$ cat config.mk
export PLATFORM = sky130hd
export DESIGN_NAME = frame_position_latch
export DESIGN_NICKNAME = d
export VERILOG_FILES = /design/src/rtl/frame_position_latch.sv
export SDC_FILE = /design/constraint.sdc
export NUM_CORES = 1
export LEC_CHECK = 0
export CAP_MARGIN = 10
export CORE_ASPECT_RATIO = 0.75
export CORE_MARGIN = 5
export CORE_UTILIZATION = 38
export CTS_CLUSTER_DIAMETER = 120
export CTS_CLUSTER_SIZE = 30
export DETAILED_ROUTE_END_ITERATION = 8
export GPL_TIMING_DRIVEN = 1
export HOLD_SLACK_MARGIN = 0.06
export PLACE_DENSITY = 0.67
export SETUP_SLACK_MARGIN = 0.3
export SKIP_LAST_GASP = 1
export SLEW_MARGIN = 20
export SYNTH_ARGS = -nofsm -noshare
export SYNTH_HDL_FRONTEND = slang
export SYNTH_SLANG_ARGS = --single-unit
$ cat constraint.sdc
create_clock -name clock_162 -period 3.1 [get_ports clock_162]
set_input_delay 0.93 -clock clock_162 [delete_from_list [all_inputs] [get_ports clock_162]]
set_output_delay 0.93 -clock clock_162 [all_outputs]
set_load 0.1 [all_outputs]
$ cat src/rtl/frame_position_latch.sv
// frame_position_latch
//   Snapshots physics-engine sprite positions at vertical blank, converts
//   each sprite's fixed-point (x, y) into clamped screen (col, row) one
//   sprite per cycle into a back buffer, then commits all sprites at once
//   so the displayed frame never shows a partial update.
//
// Ports
//   clock_162      in   system clock
//   rst            in   synchronous active-high reset
//   locations      in   [SPRITES][DIMENSIONS][WIDTH] signed fixed-point positions
//   loc_valid      in   locations are coherent
//   vblank_start   in   one-cycle pulse at start of vertical blank
//   sprite_row     out  [SPRITES][11] committed screen row
//   sprite_col     out  [SPRITES][12] committed screen column
//   frame_done     out  one-cycle pulse after a commit
//   busy           out  high while a frame is in progress
//   overrun_count  out  saturating count of dropped/skipped vblank pulses
module frame_position_latch #(
    parameter int SPRITES    = 2,
    parameter int DIMENSIONS = 2,
    parameter int WIDTH      = 32,
    parameter int H_CENTER   = 800,
    parameter int V_CENTER   = 600,
    parameter int H_MAX      = 1599,
    parameter int V_MAX      = 1199
) (
    input  logic                                         clock_162,
    input  logic                                         rst,
    input  logic [SPRITES-1:0][DIMENSIONS-1:0][WIDTH-1:0] locations,
    input  logic                                         loc_valid,
    input  logic                                         vblank_start,
    output logic [SPRITES-1:0][10:0]                     sprite_row,
    output logic [SPRITES-1:0][11:0]                     sprite_col,
    output logic                                         frame_done,
    output logic                                         busy,
    output logic [7:0]                                   overrun_count
);

    localparam int HALF  = WIDTH / 2;
    localparam int HW    = HALF + 2;
    localparam int IDX_W = (SPRITES > 1) ? $clog2(SPRITES) : 1;

    typedef enum logic [1:0] {IDLE, CONVERT, COMMIT} state_t;

    state_t                          state_q, state_d;
    logic [IDX_W-1:0]                idx_q, idx_d;
    logic [SPRITES-1:0][HALF-1:0]    snap_x_q, snap_x_d;
    logic [SPRITES-1:0][HALF-1:0]    snap_y_q, snap_y_d;
    logic [SPRITES-1:0][10:0]        bb_row_q, bb_row_d;
    logic [SPRITES-1:0][11:0]        bb_col_q, bb_col_d;
    logic [SPRITES-1:0][10:0]        row_q, row_d;
    logic [SPRITES-1:0][11:0]        col_q, col_d;
    logic                            done_q, done_d;
    logic [7:0]                      ovr_q, ovr_d;

    logic signed [HALF-1:0]          x_int, y_int;
    logic signed [HW-1:0]            col_full, row_full;
    logic [11:0]                     col_conv;
    logic [10:0]                     row_conv;

    // Fraction bits (and any axis beyond y) do not feed the screen position.
    logic [SPRITES-1:0][DIMENSIONS-1:0] loc_unused;

    always_comb begin
        loc_unused = '0;
        for (int s = 0; s < SPRITES; s++) begin
            for (int d = 0; d < DIMENSIONS; d++) begin
                loc_unused[s][d] = (d < 2) ? ^locations[s][d][HALF-1:0] : ^locations[s][d];
            end
        end
    end

    // Conversion of the snapshot entry selected by idx. Two guard bits keep
    // center +/- integer part from overflowing before the clamp.
    always_comb begin
        x_int    = snap_x_q[idx_q];
        y_int    = snap_y_q[idx_q];
        col_full = HW'(H_CENTER) + {{2{x_int[HALF-1]}}, x_int};
        row_full = HW'(V_CENTER) - {{2{y_int[HALF-1]}}, y_int};

        if (col_full < 0)                        col_conv = '0;
        else if (col_full > $signed(HW'(H_MAX))) col_conv = 12'(H_MAX);
        else                                     col_conv = 12'(col_full);

        if (row_full < 0)                        row_conv = '0;
        else if (row_full > $signed(HW'(V_MAX))) row_conv = 11'(V_MAX);
        else                                     row_conv = 11'(row_full);
    end

    always_comb begin
        state_d  = state_q;
        idx_d    = idx_q;
        snap_x_d = snap_x_q;
        snap_y_d = snap_y_q;
        bb_row_d = bb_row_q;
        bb_col_d = bb_col_q;
        row_d    = row_q;
        col_d    = col_q;
        done_d   = 1'b0;
        ovr_d    = ovr_q;

        // A pulse is lost if we are mid-frame or the engine is mid-update.
        if (vblank_start && (state_q != IDLE || !loc_valid) && ovr_q != 8'hFF)
            ovr_d = ovr_q + 8'd1;

        case (state_q)
            IDLE: begin
                if (vblank_start && loc_valid) begin
                    for (int s = 0; s < SPRITES; s++) begin
                        snap_x_d[s] = locations[s][0][WIDTH-1:HALF];
                        snap_y_d[s] = locations[s][1][WIDTH-1:HALF];
                    end
                    idx_d   = '0;
                    state_d = CONVERT;
                end
            end
            CONVERT: begin
                bb_row_d[idx_q] = row_conv;
                bb_col_d[idx_q] = col_conv;
                idx_d           = idx_q + IDX_W'(1);
                if (idx_q == IDX_W'(SPRITES - 1))
                    state_d = COMMIT;
            end
            COMMIT: begin
                row_d   = bb_row_q;
                col_d   = bb_col_q;
                done_d  = 1'b1;
                state_d = IDLE;
            end
            default: state_d = IDLE;
        endcase
    end

    always_ff @(posedge clock_162) begin
        if (rst) begin
            state_q  <= IDLE;
            idx_q    <= '0;
            snap_x_q <= '0;
            snap_y_q <= '0;
            bb_row_q <= {SPRITES{11'(V_CENTER)}};
            bb_col_q <= {SPRITES{12'(H_CENTER)}};
            row_q    <= {SPRITES{11'(V_CENTER)}};
            col_q    <= {SPRITES{12'(H_CENTER)}};
            done_q   <= 1'b0;
            ovr_q    <= '0;
        end else begin
            state_q  <= state_d;
            idx_q    <= idx_d;
            snap_x_q <= snap_x_d;
            snap_y_q <= snap_y_d;
            bb_row_q <= bb_row_d;
            bb_col_q <= bb_col_d;
            row_q    <= row_d;
            col_q    <= col_d;
            done_q   <= done_d;
            ovr_q    <= ovr_d;
        end
    end

    assign sprite_row    = row_q;
    assign sprite_col    = col_q;
    assign frame_done    = done_q;
    assign busy          = (state_q != IDLE);
    assign overrun_count = ovr_q;

endmodule

Run 1, supply network:
The bar under the picture is 50 µm long. Pins as bars on the die edge.
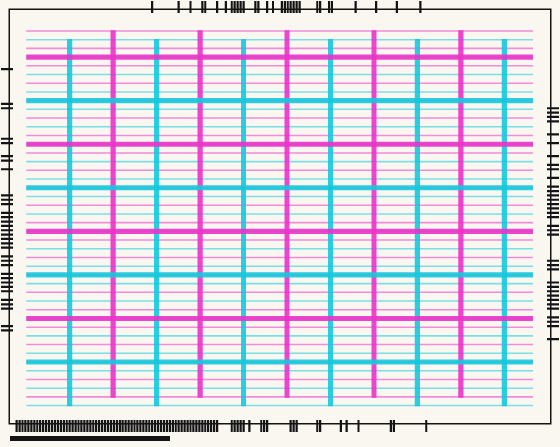
colour	net
cyan	VSS
magenta	VDD
rows	43
signal pins	188
met1 rails	44
met4 straps	11

Run 1, met2 routing:
The bar under the picture is 50 µm long.
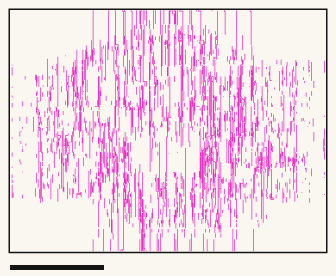
nets with wire on the layer	816
share of all routed wire	43%
wire length on this layer	8080 µm
longest straight run	47.6 µm
main direction	vertical

Run 1, the clock network:
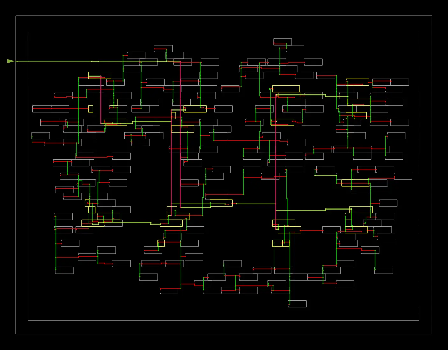
number of clock buffer instances in the layout: 18
number of clock sinks seen by CTS: 168
cts bufs inserted: 17
flip-flops: 168
power drawn by the clock network: 2.11 mW

-- run 1: metal layers --
layer	vias to the layer above	part of all wire (%)
met1	2941	50
met3	16	5.7
met4	0	1.1
li1	3233	-
met2	144	43
met5	-	0
-- run 1: path summary, 6_finish.rpt --
path,from,endpoint,slack (ns),cells past startpoint
max,idx_q,bb_row_q[19],0.43,8
min,bb_col_q[23],sprite_col[23],0.45,2
max reg2reg,idx_q,bb_row_q[19],0.43,8
min reg2reg,bb_col_q[23],sprite_col[23],0.45,2
-- run 1: repair_timing --
action / in CTS / in global routing
gates resized: 1 / 11
setup buffers: 0 / 1
endpoints found under the setup margin: 4 / 43
gates cloned: 0 / 1
pin swaps: 0 / 3
-- run 1: final cells by class --
| cell class | instances | area, µm² |
|---|---|---|
| multi-input cells | 636 | 3570 |
| clock buffers | 18 | 439 |
| inverters | 13 | 48.8 |
| flip-flops and latches | 168 | 3370 |
| well taps | 247 | 309 |
| repair buffers | 142 | 1270 |
| clock inverters | 13 | 145 |
| fillers | 1848 | 9350 |
-- run 1: worst min-delay path, cell delays in order (launching register included) --
cell and delay [ns]:
dfxtp_1 0.31, nand2_1 0.05, a21oi_1 0.05
-- run 1: metrics by stage --
stage          area (µm²)  total power [mW]  setup slack, ns
3_3_place_gp         8490              3.00            0.336
5_1_grt              9160              5.30            0.307
2_1_floorplan        7200              2.79            0.139
4_1_cts              9080              5.12            0.288
6_report             9160              5.09            0.433
3_5_place_dp         8490              3.01            0.287
-- run 1: power breakdown --
| group | internal, mW | total [mW] | leakage [nW] | switching, mW |
|---|---|---|---|---|
| Sequential | 2.23 | 2.30 | 1.36 | 0.0658 |
| Combinational | 0.287 | 0.678 | 1.80 | 0.391 |
| Clock | 1.21 | 2.11 | 0.278 | 0.898 |
==> flow_metrics.tcl, run 1 <==
# collected from the flow reports
set metrics [dict create \
    status "complete, no violations" \
    top_usage_layer "met2" \
    synth.ff_latch_count 168 \
    synthTopCellsByCount "nand2_1 (254), dfxtp_1 (168), a21oi_1 (117)" \
    antenna-diode-count 0 \
    drv_cap 0 \
    fin_skew_ns 0.0123 \
    grt_pass1_vias 6056 \
    width_of_the_die_um 169 \
    initialDrtViolationCount 506 \
    finalHoldWorstSlack_ns 0.452 \
    drt_first_pass_iters 5 \
    cpLargestDelayFamily "AND-OR/OR-AND gates" \
    io_pins 188 \
    placed_cells_incl_taps 1204 \
    met2_usage_pct 26.6 \
    synthCells 873 \
    core_mm2 0.0185 \
    buffer_ports.inserted 123 \
    layoutNonFillerInstCount 1237 \
    tightest_slew_ns 0.870 \
    maxSlewHeadroom_pct 41.8 \
    clock_tree.buffer_depth 2 \
    sequential_cell_area_fraction_in_the_yosys_report_pct 46.9 \
    chip_area_line_of_the_yosys_report_mm2 0.00717 \
    gp_congestion 0.832 \
    critPathKind "flop to flop" \
    final.period_utilization_pct 86.0 \
    pre_place_util_pct 38.7 \
    cts_tree "yes" \
    post_drt_wl_per_cell_um 15.1 \
    grt_first_pass_wirelength_um 30500 \
]
Run 1, signal wires by layer:
The bar under the picture is 50 µm long. Only two layers are drawn.
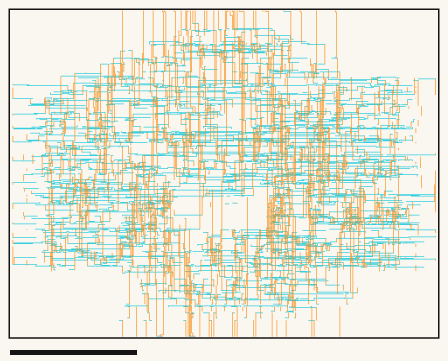

## Run 2: what changed since run 1
--- a/config.mk
+++ b/config.mk
@@ -5,7 +5,7 @@
 export SDC_FILE = /design/constraint.sdc
 export NUM_CORES = 1
 export LEC_CHECK = 0
-export CAP_MARGIN = 10
+export CAP_MARGIN = 20
 export CORE_ASPECT_RATIO = 0.75
 export CORE_MARGIN = 5
 export CORE_UTILIZATION = 38
@@ -21,3 +21,4 @@
 export SYNTH_ARGS = -nofsm -noshare
 export SYNTH_HDL_FRONTEND = slang
 export SYNTH_SLANG_ARGS = --single-unit
+export TNS_END_PERCENT = 10
Run 2, signal wires by layer:
The bar under the picture is 50 µm long. Only two layers are drawn.
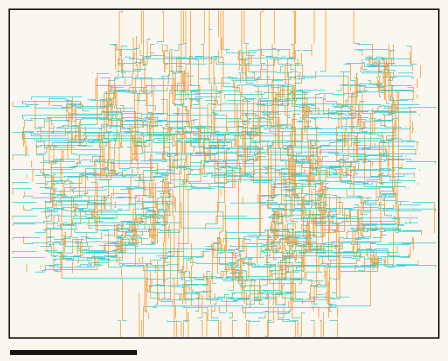
colour	layer	wire length
cyan	M1	9690 µm
orange	M2	7700 µm

Run 2, the clock network:
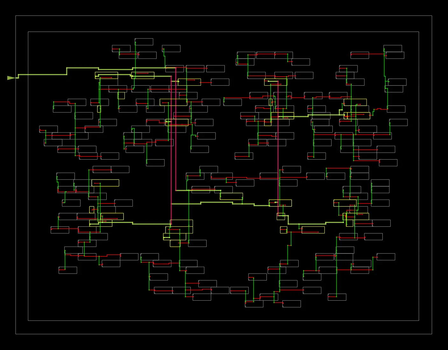
clock insertion delay at the later pin of the skew report: 0.42 ns
number of clock buffer instances in the layout: 21
power drawn by the clock network: 2.13 mW
Worst Skew: 0.0105 ns

==> run 2 against run 1 <==
First-iteration DRC count shrank 3.6%. Hold slack improved by 0.0018 ns. Sequential share of layout area down 0.25 points. Clock-buffer cell count increased by 3. Clock skew is 0.0018 ns lower. Fmax up 1.5%. Synthesized area did not move. Core utilization grew 0.34 points. Largest cell class unchanged. Largest power group unchanged.
==> flow_metrics.tcl, run 2 <==
# collected from the flow reports
set metrics [dict create \
    dp_worst_setup_slack_ns 0.125 \
    synthTopCellsByCount "nand2_1 (254), dfxtp_1 (168), a21oi_1 (117)" \
    log.warning_count 95 \
    status "complete, no violations" \
    critPathKind "flop to flop" \
    grt_first_pass_wirelength_um 30200 \
    core_mm2 0.0185 \
    buffer_ports.inserted 123 \
    crit_path_start "idx_q" \
    sequential_cell_area_fraction_in_the_yosys_report_pct 46.9 \
    cts_resized 0 \
    worst_path_maximum_fanout 17 \
    antenna-diode-count 0 \
    final.period_utilization_pct 84.7 \
    placed_cells_incl_taps 1204 \
    layoutNonFillerInstCount 1241 \
    syn_to_final_growth_pct 28.6 \
    clock_tree.buffer_depth 2 \
    maxSlewHeadroom_pct 45.0 \
    hold_violations 0 \
    chip_area_line_of_the_yosys_report_mm2 0.00717 \
    regToRegStartpoint "idx_q" \
    io_pins 188 \
    stdcell_area_mm2 0.00922 \
    ctsHtreeMaxLevel 4 \
    cts.repair_timing.setup_buffer_count 2 \
    worstSetupPathDepth 8 \
    synthCells 873 \
    cts_made_buffers 17 \
    fillCellCount 1842 \
    finalHoldWorstSlack_ns 0.454 \
    route.detailed.drc 0 \
    detailed_place.area_mm2 0.00850 \
    gp_congestion 0.872 \
    initialDrtViolationCount 488 \
    pre_place_util_pct 38.7 \
    grt_pass1_vias 6003 \
    cpLargestDelayFamily "AND-OR/OR-AND gates" \
    worst-r2r-setup-slack_ns 0.47 \
    tightest_slew_ns 0.822 \
    worst_r2r_path_depth 8 \
    width_of_the_die_um 169 \
    drt_first_pass_iters 5 \
    crit_path_end "bb_row_q[19]" \
    cts_tree "yes" \
    unique_cell_types 61 \
]
Run 2, supply network:
The bar under the picture is 50 µm long. Pins as bars on the die edge.
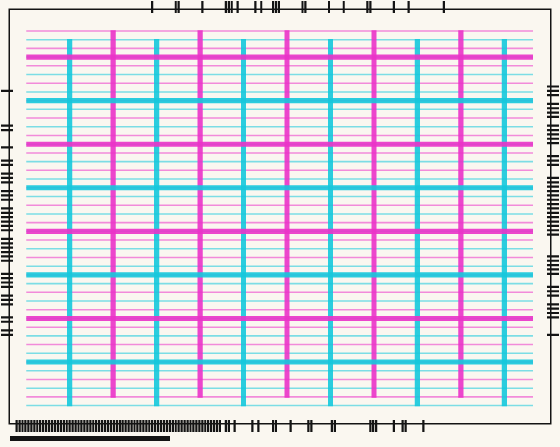
colour	net
cyan	VSS
magenta	VDD
rows	43
met5 straps	8

run 2: cell counts after synthesis:
No cell type changed its count.
run 2: cells by family after synthesis:
logic type               count (synthesis)  synth area share [%]
AND-OR/OR-AND                          221                  19.4
XOR/XNOR                                20                  2.44
adder cells (fa/ha/maj)                  5                 0.873
buffers and inverters                   69                  4.31
flip-flops                             168                  46.9
multiplexers                            35                  5.03
AND/OR/NAND/NOR                        355                  21.0
run 2: worst min-delay path by stage:
stage,startpoint,to,slack (ns),cells past startpoint
detailed placement,snap_x_q[17],snap_x_q[17],0.45,2
CTS,snap_x_q[17],snap_x_q[17],0.46,2
finish,sprite_col[13],sprite_col[13],0.45,2
global placement,snap_x_q[17],snap_x_q[17],0.44,2
floorplan,bb_col_q[11],sprite_col[11],0.43,2
global route,sprite_col[13],sprite_col[13],0.47,2
run 2: report_power, final:
part / leakage (nW) / switching (mW) / internal, mW
clock: 0.272 / 0.860 / 1.27
combinational: 1.82 / 0.391 / 0.301
sequential: 1.36 / 0.0684 / 2.23
run 2: final cells by class:
| cell class | instances | area (µm²) | share of cell area [%] |
|---|---|---|---|
| inverter | 13 | 48.8 | 0.529 |
| clock buffer | 21 | 440 | 4.78 |
| tap | 247 | 309 | 3.35 |
| timing repair buffer | 146 | 1330 | 14.5 |
| clock inverter | 10 | 145 | 1.57 |
| multi-input combinational | 636 | 3580 | 38.8 |
| sequential | 168 | 3370 | 36.5 |
run 2: tightest hold or removal path: cells and delay by family, from the launching register on:
family	cells	cell delay (ns)
AND/OR/NAND/NOR	1	0.05
flip-flops	1	0.31
AND-OR/OR-AND	1	0.05
run 2: per-layer routing:
metal,part of all wire [%],global-route usage (%)
met5,0,0
met1,52,24.9
met4,1.0,4.06
met2,41,25.2
met3,5.9,4.33
Run 2, met2 routing:
The bar under the picture is 50 µm long.
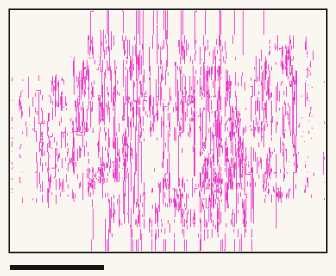

## Run 3: what changed since run 2
--- a/config.mk
+++ b/config.mk
@@ -14,7 +14,6 @@
 export DETAILED_ROUTE_END_ITERATION = 8
 export GPL_TIMING_DRIVEN = 1
 export HOLD_SLACK_MARGIN = 0.06
-export PLACE_DENSITY = 0.67
 export SETUP_SLACK_MARGIN = 0.3
 export SKIP_LAST_GASP = 1
 export SLEW_MARGIN = 20
==> constraint.sdc (replaced) <==
create_clock -name clock_162 -period 2.55 [get_ports clock_162]
set_input_delay 0.765 -clock clock_162 [delete_from_list [all_inputs] [get_ports clock_162]]
set_output_delay 0.765 -clock clock_162 [all_outputs]
set_load 0.1 [all_outputs]
Run 3, met2 routing:
The bar under the picture is 50 µm long.
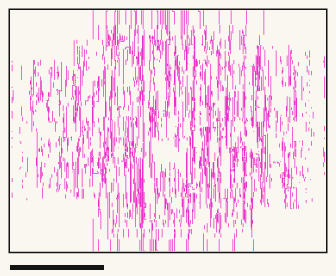
main direction	vertical
wire length on this layer	8180 µm

Run 3, the metal 3 layer:
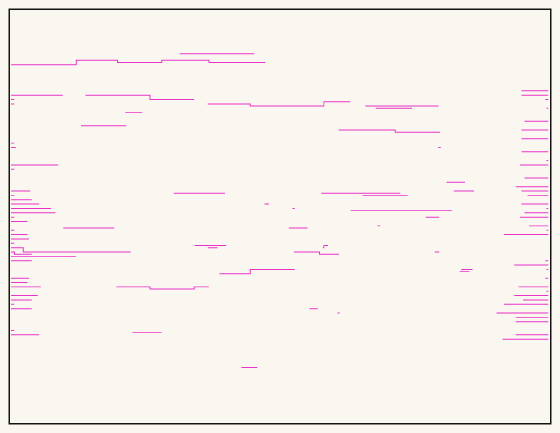
main direction	horizontal
wire length on this layer	965 µm

Run 3, supply network:
The bar under the picture is 50 µm long. Pins as bars on the die edge.
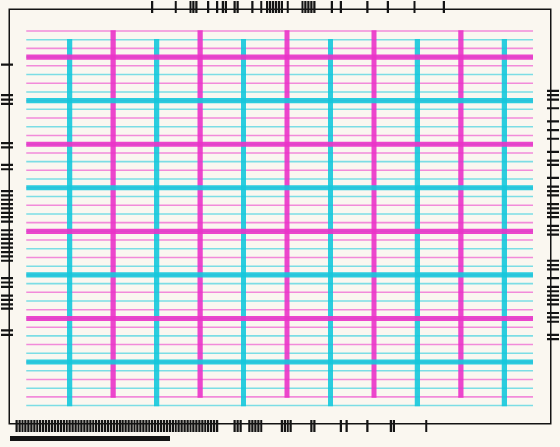
core footprint: 0.0185 mm²
height of the die: 129 µm

==> run 3 against run 2 <==
Die size unchanged. Sequential share of layout area down 1.5 points. Sequential cell count unchanged. Final area up 4.2%. Synthesized area unchanged. Clock skew down 0.0013 ns. Largest cell class unchanged.
==> flow_metrics.tcl, run 3 <==
# collected from the flow reports
set metrics [dict create \
    buffer_ports.inserted 123 \
    worst_r2r_path_depth 12 \
    critPathKind "flop to flop" \
    chip_area_line_of_the_yosys_report_mm2 0.00717 \
    power_mw 6.46 \
    clock_tree.buffer_depth 2 \
    clk-insertion-delay-late_ns 0.43 \
    worstSetupPathDepth 12 \
    gp_congestion 0.797 \
    area.combinational_mm2 0.00363 \
    post_drt_wl_per_cell_um 14.8 \
    io_pins 188 \
    cts_tree "yes" \
    crit_path_start "idx_q" \
    grt_pass1_vias 6163 \
    hold_path_end "sprite_col[19]" \
    worst_path_maximum_fanout 5 \
    log.warning_count 95 \
    clock_sink_count 168 \
    antenna-diode-count 0 \
    regToRegStartpoint "idx_q" \
    status "complete, no violations" \
    register_area_mm2 0.00337 \
    ctsHtreeMaxLevel 4 \
    hold_violations 0 \
    drv_cap 0 \
    initialDrtViolationCount 444 \
    fillCellCount 1823 \
    width_of_the_die_um 169 \
    pre_place_util_pct 38.7 \
    synthTopCellsByCount "nand2_1 (254), dfxtp_1 (168), a21oi_1 (117)" \
]
-- run 3: cell count changes in the layout (fill, tap and decap cells not counted), sizes merged --
cell	delta
inv	+5
clkinvlp	-3
clkinv	+1
buf	+44
clkbuf	-4
-- run 3: metrics by stage --
stage	setup TNS [ns]	cells	setup slack, ns	area [µm²]	util, %
6_report	0	1284	0.000841	9610	51.9
3_3_place_gp	-2.05	1249	-0.116	8850	47.8
2_1_floorplan	-10.97	873	-0.415	7200	-
3_5_place_dp	-3.10	1249	-0.130	8850	47.8
4_1_cts	0	1283	0.0253	9570	51.7
5_1_grt	-4.36	1284	-0.177	9610	51.9
-- run 3: layer usage --
metal	part of all wire [%]	GRT usage, %	vias up
met1	51	25.4	2985
met3	5.1	4.45	13
met2	43	26.3	132
met5	0	0	-
met4	0.96	4.29	0
li1	-	-	3324
-- run 3: cell type report --
cell class	count	share of cell area [%]
clock buffer	19	4.61
timing repair buffer	188	17.0
inverter	13	0.508
clock inverter	13	1.89
multi-input combinational	636	37.8
sequential	168	35.0
tap	247	3.22
-- run 3: logic make-up after synthesis --
| family | synth area share (%) |
|---|---|
| AND-OR/OR-AND | 19.4 |
| AND/OR/NAND/NOR | 21.0 |
| adder cells (fa/ha/maj) | 0.873 |
| buffers and inverters | 4.31 |
| XOR/XNOR | 2.44 |
| flip-flops | 46.9 |
| multiplexers | 5.03 |
-- run 3: what timing repair did --
item / 4_1_cts / 5_1_grt
buffers inserted: 2 / 1
setup endpoints to repair: 44 / 44
gates resized: 18 / 7
hold buffers: 0 / 0
pin swaps: 3 / 1
-- run 3: power by group --
group          internal (mW)  total (mW)  switching [mW]
clock network           1.60        2.73            1.13
logic                  0.435       0.936           0.501
registers               2.72        2.80          0.0821
No activity file was given, so power comes from the tool's default toggle rates.
